**config.mk**
```make
export PLATFORM = sky130hd
export DESIGN_NAME = imem_fetch_ctrl
export DESIGN_NICKNAME = d
export VERILOG_FILES = /design/src/rtl/imem_fetch_ctrl.sv
export SDC_FILE = /design/constraint.sdc
export NUM_CORES = 1
export LEC_CHECK = 0
export CORE_AREA = 10 10 133 135
export DETAILED_ROUTE_END_ITERATION = 16
export DIE_AREA = 0 0 143 145
export HOLD_SLACK_MARGIN = 0.15
export PLACE_DENSITY = 0.91
export SLEW_MARGIN = 30
export SYNTH_ARGS = -nofsm -noshare
export SYNTH_HDL_FRONTEND = slang
export SYNTH_SLANG_ARGS = --single-unit
export TNS_END_PERCENT = 5
```
**constraint.sdc**
```tcl
create_clock -name clock -period 5.2 [get_ports clock]
set_clock_uncertainty 0.2 [all_clocks]
set_input_delay 0.52 -clock clock [delete_from_list [all_inputs] [get_ports clock]]
set_output_delay 0.52 -clock clock [all_outputs]
set_load 0.05 [all_outputs]
```
**src/rtl/imem_fetch_ctrl.sv**
```systemverilog
// Instruction memory sequencer: boot-loads the program through a streaming port, then fetches one word per cycle.
// Optional IFETCH_PERF_EN macro adds saturating fetch_count / stall_count outputs.
module imem_fetch_ctrl #(
  parameter int unsigned DEPTH    = 50,
  parameter logic [31:0] RESET_PC = 32'd0
) (
  input  logic        clock,
  input  logic        reset,
  // Load port: a word transfers on a rising edge where load_valid && load_ready.
  input  logic        load_valid,
  input  logic [31:0] load_data,
  input  logic        load_last,
  output logic        load_ready,
  output logic        mem_we,
  output logic [31:0] mem_waddr,
  output logic [31:0] mem_wdata,
  output logic [31:0] mem_raddr,
  input  logic [31:0] mem_rdata,
  input  logic        stall,
  input  logic        redirect,
  input  logic [31:0] redirect_pc,
  output logic [31:0] instr,
  output logic [31:0] instr_pc,
  output logic        instr_valid,
  output logic [1:0]  state,
  output logic        error
`ifdef IFETCH_PERF_EN
  ,
  output logic [31:0] fetch_count,
  output logic [31:0] stall_count
`endif
);

  typedef enum logic [1:0] {
    ST_BOOT = 2'd0,
    ST_RUN  = 2'd1,
    ST_HALT = 2'd2
  } state_e;

  localparam logic [31:0] DEPTH_W   = 32'(DEPTH);
  localparam logic [31:0] LAST_ADDR = 32'(DEPTH - 1);

  state_e      state_q, state_d;
  logic [31:0] count_q, count_d;
  logic [31:0] pc_q, pc_d;
  logic [31:0] instr_q, instr_d;
  logic [31:0] instr_pc_q, instr_pc_d;
  logic        instr_valid_q, instr_valid_d;
  logic        error_q, error_d;

  always_ff @(posedge clock or posedge reset) begin
    if (reset) begin
      state_q       <= ST_BOOT;
      count_q       <= 32'd0;
      pc_q          <= RESET_PC;
      instr_q       <= 32'd0;
      instr_pc_q    <= 32'd0;
      instr_valid_q <= 1'b0;
      error_q       <= 1'b0;
    end else begin
      state_q       <= state_d;
      count_q       <= count_d;
      pc_q          <= pc_d;
      instr_q       <= instr_d;
      instr_pc_q    <= instr_pc_d;
      instr_valid_q <= instr_valid_d;
      error_q       <= error_d;
    end
  end

  always_comb begin
    state_d       = state_q;
    count_d       = count_q;
    pc_d          = pc_q;
    instr_d       = instr_q;
    instr_pc_d    = instr_pc_q;
    instr_valid_d = instr_valid_q;
    error_d       = error_q;
    load_ready    = 1'b0;
    mem_we        = 1'b0;
    mem_waddr     = count_q;
    mem_wdata     = load_data;
    mem_raddr     = 32'd0;
    case (state_q)
      ST_BOOT: begin
        load_ready = 1'b1;
        if (load_valid) begin
          mem_we  = 1'b1;
          count_d = count_q + 32'd1;
          // The memory filling up ends boot even without load_last.
          if (load_last || count_q == LAST_ADDR) begin
            state_d = ST_RUN;
            pc_d    = RESET_PC;
          end
        end
      end
      ST_RUN: begin
        mem_raddr = pc_q;
        if (redirect) begin
          pc_d          = redirect_pc;
          instr_valid_d = 1'b0;
        end else if (!stall) begin
          if (pc_q >= DEPTH_W) begin
            error_d       = 1'b1;
            instr_valid_d = 1'b0;
            state_d       = ST_HALT;
          end else begin
            instr_d       = mem_rdata;
            instr_pc_d    = pc_q;
            instr_valid_d = 1'b1;
            pc_d          = pc_q + 32'd1;
          end
        end
      end
      default: begin
        mem_raddr     = pc_q;
        instr_valid_d = 1'b0;
      end
    endcase
  end

  assign instr       = instr_q;
  assign instr_pc    = instr_pc_q;
  assign instr_valid = instr_valid_q;
  assign state       = state_q;
  assign error       = error_q;

`ifdef IFETCH_PERF_EN
  logic        fetch_inc, stall_inc;
  logic [31:0] fetch_count_q, stall_count_q;

  assign fetch_inc = (state_q == ST_RUN) && !redirect && !stall && (pc_q < DEPTH_W);
  assign stall_inc = (state_q == ST_RUN) && stall && !redirect;

  always_ff @(posedge clock or posedge reset) begin
    if (reset) begin
      fetch_count_q <= 32'd0;
      stall_count_q <= 32'd0;
    end else begin
      if (fetch_inc && fetch_count_q != 32'hFFFF_FFFF) fetch_count_q <= fetch_count_q + 32'd1;
      if (stall_inc && stall_count_q != 32'hFFFF_FFFF) stall_count_q <= stall_count_q + 32'd1;
    end
  end

  assign fetch_count = fetch_count_q;
  assign stall_count = stall_count_q;
`endif

endmodule

```
==> out/qor.txt, run 1 <==
Final non-filler cell total: 980
Top cells, area: dfrtp_1, nor2b_1, mux2_1
Clock-net power: 1200 uW
Final hold viol count: 0
Syn_area_per_cell: 10.44 um^2
Mapped Cells: 613
Routed met3 length: 1928 um
Number of cells in Yosys stat: 613
Comb pwr share: 0.410
Clock sink count: 132
Seq/Total Area, Yosys: 0.5162
Slew @ Worst Pin: 0.8952 ns
Area grow syn2layout: 39.77%
Metal-1 WL: 7450 um
Initial antenna violation count: 1
RR Endpoint: instr[31]
Synth area leader: dfrtp_1
Count of library flops with an enable pin: 0
Final HPWL DP: 13,440 um
Std cell rows: 45
Syn Nets: 719
YS chip area: 0.006399 mm^2
GRT overflow: 0
Top cells excl fill/tap: clkdlybuf4s50_1, dfrtp_1, nor2b_1
Critical path cell sequence: inv_1, ha_1, nor4_1, nor2_1, or3_4, nor4_4, buf_4, mux2_2
Largest net degree at the start of global routing: 99
Ant. Diodes: 0
GRT Total Usage: 0.1820
Critical Path End: instr[31]
Cycle use final: 0.6114
Top sig layer: met5
Distinct lib cells: 45
Final Max-Slew Violation Tally: 0
RD Place Congestion: 0.8481
Top power group: combinational cells
WP depth: 8
DRT iter0 DRCs: 367
Slew Limit Headroom: 0.4020
Vias/cell: 5.392
Main flop type: dfrtp_1
Flop+latch power: 1500 uW
CTS tree: done
Fraction of registers with async set/reset: 1.000
HP Class: in2async
Core ar.: 0.01503 mm^2
Die boundary height: 145 um
Clk Latency, worst-skew pair: 0.41 ns
Drt first pass iters: 5
Finish-stage setup viols: 0
Clock Root Buffer: clkbuf_16
Final #Nets: 886
CP Max Fanout: 65
Critical path type: reg2reg
Min Tclk post-route: 3.179 ns
Endpoint type of the worst setup path: flop
Slowest stage cell, crit path: buf_4
CTS resizes: 0
Setup TNS: 0 ns
P_leak: 0.003912 uW
H-tree depth: 4
Longest Clk Path Bufs: 2
Synth Cell Area: 0.006399 mm^2
R2R depth: 8
Part of the power in registers: 0.328
Setup crit start kind: flop
Critical Path RT: 5.30 ns
DRC violations left: 0
Highest cell delay on the worst timing path: 0.63 ns
RSZ-0062 raised after global routing: false
Die X: 143 um
Tool warnings: 28
F_max: 0.3145 GHz
Reg-to-reg slack, setup: 2.02 ns
Status: finished, final reports clean
NetSw: 1928 uW
Area leader share: 0.5162
Share of cells above drive strength 1: 0.07955
Worst VDD drop: 0.2886 mV
Most used logic cell in the final layout: clkdlybuf4s50_1
# Max-Cap Violations: 0
Die Size: 0.02074 mm^2
Setup bufs post-CTS: 0
Worst path bufs/invs: 2
Wire per inst: 19.43 um
First-pass GRT wire length: 30,320 um
Clock power frac: 0.262
CTS Hold Bufs: 0
Met2 Wirelength: 9387 um
Final antenna-violating net count: 0
Switching Fraction: 0.4229
Critical R2R Launch: pc_q[0]
Critical path's top delay family: simple AND/OR/NAND/NOR gates
Post-synthesis register bit count: 132
CTS clk-pin slew, worst paths: 0.06 ns
Cells after DPL: 948
Vias in the first global route: 5,463
Pint: 2631 uW
Crit path DAT: 3.28 ns
Comb power: 1870 uW
CP startpoint: pc_q[0]
Yosys warning count: 0
Cell Pwr Density: 509.7 mW/mm^2
Clock buffer count from CTS: 17
## run 1: registers in the layout, summed over array words and instances (netlist names)
name / count
instr: 32
instr_pc: 32
mem_waddr: 32
pc_q: 32
state: 2
error: 1
instr_valid: 1
## run 1: routing by layer
layer / vias up / track usage
met4: 2 / 0.05728
met3: 23 / 0.07953
met1: 2587 / 0.2087
li1: 2445 / -
met2: 227 / 0.2972
met5: - / 0
## run 1: layout make-up
class	count	area, um^2
clock buffers	20	466.7
clock inverters	11	126.4
fillers	1221	6090
inverters	15	61.31
multi-input cells	405	2659
flip-flops and latches	132	3303
well taps	188	235.2
repair buffers	209	2092
## run 1: cells in the mapped netlist, types with 14 or more instances
cell and instances:
dfrtp_1 132, nor2b_1 52, nand2_1 44, nor2_1 42
a21oi_1 34, buf_4 33, xnor2_1 26, nand3_1 25
mux2_1 23, clkbuf_1 21, o21ai_0 18, inv_1 15
mux2_2 15, nor4_1 14, o31ai_1 14
## run 1: cells by family (layout without fill, tap and decap cells)
logic type | after synthesis | after routing | share of synthesized area
AOI/OAI and AO/OA | 99 | 99 | 0.09856
xor gates and xnor gates | 36 | 36 | 0.04928
muxes | 38 | 38 | 0.06688
adders and majority gates | 4 | 4 | 0.007822
buffers and inverters | 76 | 255 | 0.06922
DFF | 132 | 132 | 0.5162
and+or+nand+nor | 228 | 228 | 0.1920
## run 1: through the flow
step	instance area [um^2]	setup slack, ns	total power, uW	utilization	hold slack (ns)
global route	8944	1.744	4775	0.5949	0.2508
detailed placement	8319	2.030	3375	0.5534	0.2603
floorplan	6399	0.9540	2752	-	0.2872
finish	8944	2.021	4558	0.5949	0.2449
CTS	8912	2.008	4581	0.5928	0.2771
global placement	8319	2.129	3334	0.5534	0.2564
==> run_1/density.png <==
14 x 14 tiles, from black (low) to pale yellow (high), 0 to 100% covered.
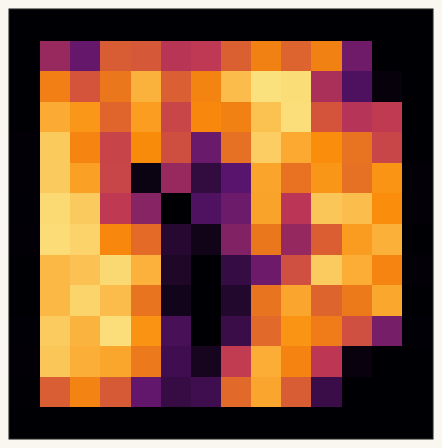
- nearly empty tiles: 31%
- tiles over 75% full: 25%
- fullest tile: 94%
- mean over tiles: 42%
- emptiest ninth of the die: lower right
fin util: 0.5949
fp_density: 0.4256

==> run_1/met3.png <==
The bar under the picture is 50 um long.
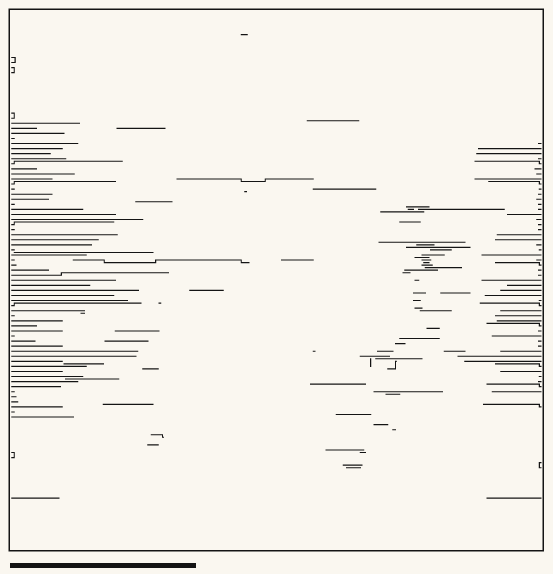
- main direction: horizontal
- wire length on this layer: 1,930 um
- share of all routed wire: 10%
grt met3 use: 0.07953
Via Count: 5,284
WL final: 19,040 um

==> run_1/port_nets.png <==
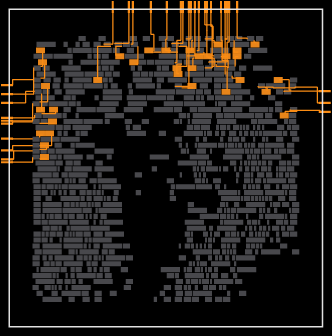
- mem_rdata: orange (bits 32; direction input; edge 19 top, 10 left, 3 right; end cells 32; buffers 32; wire 885 um)
I/O Buffers: 203
io pins: 268

==> run_1/final_placement.png <==
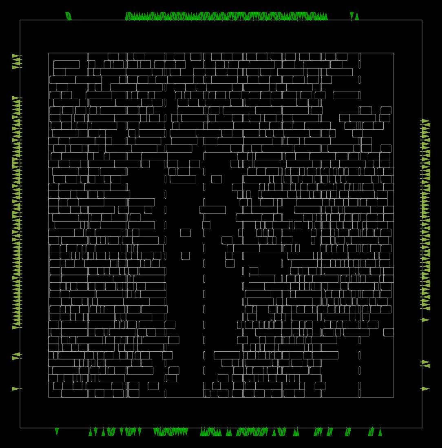

## Run 2: what changed since run 1
clock period = 3.08 ns   (was 5.2 ns; I/O delays follow)
==> run_2/final_placement.png <==
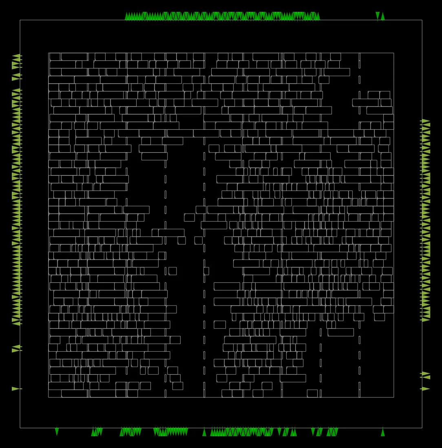
Fillers: 1,196
std cell rows: 45
Seq/total area: 0.3651
Core ar.: 0.01503 mm^2
seq_cells: 132

==> run_2/port_nets.png <==
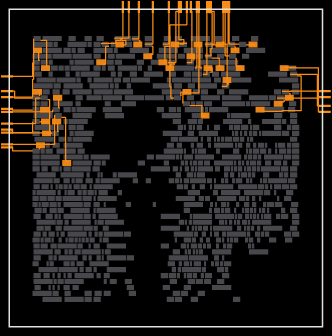
- mem_rdata: orange (bits 32; direction input; edge 18 top, 10 left, 4 right; end cells 32; buffers 32; wire 1,010 um)

==> run 2 against run 1 <==
Routed wire length up 0.41%. Sequential power up 67%. Sequential share of layout area down 0.42 points. Via count up 1.4%. Core utilization up 0.68 points. Synthesized cell count unchanged. Hold slack worse by 0.046 ns. Cell count up 1.3%. Cell area up 1.1%. Register-to-register slack worse by 1.8 ns. Synthesized area unchanged. First-iteration DRC count up 14%. Largest power group unchanged.
==> out/qor.txt, run 2 <==
Clock-cell share of area: 0.06556 (-0.0007521)
Syn Nets: 719 (unchanged)
Die boundary height: 145 um (unchanged)
Switching Fraction: 0.4261 (+0.003243)
Final #Nets: 898 (+1.4%)
Initial antenna violation count: 1 (unchanged)
Setup ws final: 0.1937 ns (-1.827 ns)
Comb power: 3190 uW (+71%)
Wire per inst: 19.25 um (-0.90%)
Multi-input gates: 405 (unchanged)
Vias/cell: 5.395 (about the same)
CTS tree: done
Setup crit start kind: flop
Fp_density: 0.4256 (unchanged)
Syn_area_per_cell: 10.44 um^2 (unchanged)
Clkbuf count: 18 (-10%)
GRT Total Usage: 0.1821 (about the same)
Final Max-Slew Violation Tally: 0 (unchanged)
Final HPWL DP: 13,740 um (+2.2%)
Die X: 143 um (unchanged)
Top cells excl fill/tap: clkdlybuf4s50_1, dfrtp_1, nor2b_1
# Max-Cap Violations: 0 (unchanged)
Logic share of the area: 0.2935 (-0.003786)
First-pass GRT wire length: 30,540 um (+0.73%)
Clk Latency, worst-skew pair: 0.41 ns (about the same)
RD Place Congestion: 0.8822 (+4.0%)
Finish-stage setup viols: 0 (unchanged)
Final Cell Area: 0.009046 mm^2 (+1.1%)
RSZ-0062 raised after global routing: false
Post-synthesis register bit count: 132 (unchanged)
Share of cells above drive strength 1: 0.09317 (+0.01362)
Synth top cells by count: dfrtp_1, nor2b_1, nand2_1
I/O Buffers: 203 (unchanged)
Placed cell area: 0.008443 mm^2 (+1.5%)
Setup TNS: 0 ns (unchanged)
Slew @ Worst Pin: 0.6689 ns (-0.2263 ns)
Cycle use final: 0.9371
Flop+latch power: 2510 uW (+67%)
DRC violations left: 0 (unchanged)
Cell Pwr Density: 853.2 mW/mm^2 (+67%)
Largest net degree at the start of global routing: 66 (-33%)
Clock sink count: 132 (unchanged)
Combinational Area: 0.002655 mm^2 (-0.14%)
Tool warnings: 28 (unchanged)
Slew Limit Headroom: 0.5507 (+0.1487)
Endpoint type of the worst setup path: output pin
Seq/Total Area, Yosys: 0.5162 (unchanged)
Min Tclk post-route: 2.886 ns
Die Size: 0.02074 mm^2 (unchanged)
Clock Root Buffer: clkbuf_16
Comb pwr share: 0.413 (+0.003)
Most used logic cell in the final layout: clkdlybuf4s50_1
NetSw: 3289 uW (+71%)
Drt first pass iters: 5 (unchanged)
Worst VDD drop: 0.4294 mV (+49%)
Critical path type: reg2out
Crit path DAT: 2.38 ns (-0.90 ns)
Status: finished, final reports clean
Tap cells: 188 (unchanged)
Clock power frac: 0.262 (about the same)
Final antenna-violating net count: 0 (unchanged)
Ant. Diodes: 0 (unchanged)
Fraction of registers with async set/reset: 1.000 (unchanged)
Signal inverters: 15 (unchanged)
Synth Cell Area: 0.006399 mm^2 (unchanged)
Synth area leader: dfrtp_1
Most common cell in the netlist: dfrtp_1
Final hold viol count: 0 (unchanged)
Top cells, area: dfrtp_1, nor2b_1, mux2_1
Yosys warning count: 0 (unchanged)
Clock-net power: 2020 uW (+68%)
Clock buffer count from CTS: 17 (unchanged)
Count of library flops with an enable pin: 0 (unchanged)
DRT iter0 DRCs: 417 (+14%)
Area grow syn2layout: 41.38%
Vias in the first global route: 5,541 (+1.4%)
Via Count: 5,357 (+1.4%)
CTS clk-pin slew, worst paths: 0.06 ns (about the same)
HP Class: in2reg
Critical Path RT: 2.57 ns (-2.73 ns)
Main flop type: dfrtp_1
Register Area: 0.003303 mm^2 (unchanged)
Part of the power in registers: 0.326 (-0.002)
Final non-clock buffer share: 0.2432 (+0.009242)
CP Max Fanout: 34 (-48%)
Io pins: 268 (unchanged)
Top power group: combinational cells
Longest Clk Path Bufs: 2 (unchanged)
Area leader share: 0.5162 (unchanged)
run 2: cell types whose count changed in the layout (fill, tap and decap cells not counted), sizes merged:
cell,change
buf,+12
clkbuf,-2
clkinv,+1
clkinvlp,+2
dlygate4sd3,+1
clkdlybuf4s50,-1
run 2: what timing repair did:
action / in CTS / in global routing
resized: 0 / 0
endpoints found under the hold margin: 20 / 0
buffers inserted: 0 / 0
hold buffers: 1 / 0
run 2: path summary, 6_finish.rpt:
path                            startpoint             to  slack [ns]  depth (start not counted)
worst min-delay path              redirect        pc_q[0]        0.20                          4
worst max-delay path              state[1]  mem_raddr[30]        0.19                          4
worst min register to register       error          error        0.27                          1
max in group asynchronous            reset  mem_waddr[20]        1.36                          4
worst max register to register    pc_q[19]      instr[28]        0.23                          6
min in group asynchronous            reset   instr_pc[22]        0.64                          3
run 2: metal layers:
metal / wire length, um / up-vias / track usage
met2: 9463 / 245 / 0.2972
met4: 122 / 2 / 0.04076
met5: 13 / - / 0
met3: 1990 / 24 / 0.08475
met1: 7525 / 2620 / 0.2124
li1: - / 2466 / -
run 2: worst max-delay path: stages, from the launching register on:
cell and delay (ns):
dfrtp_1 0.53, nor2_2 0.09, buf_4 0.26, nor2b_1 0.23
clkdlybuf4s50_1 0.85
run 2: stage by stage:
| step | cells | total power (uW) | util |
|---|---|---|---|
| after global routing | 993 | 8079 | 0.6017 |
| after global placement | 960 | 5649 | 0.5616 |
| after floorplan | 613 | 4646 | - |
| final | 993 | 7719 | 0.6017 |
| after CTS | 993 | 7766 | 0.6017 |
| after detailed placement | 960 | 5722 | 0.5616 |
run 2: cell families after synthesis:
logic type	count (synthesis)	synth area share
fa+ha+maj	4	0.007822
mux	38	0.06688
xor+xnor	36	0.04928
buf+inv	76	0.06922
flops	132	0.5162
compound gates	99	0.09856
simple gates	228	0.1920
No activity file was given, so power comes from the tool's default toggle rates.
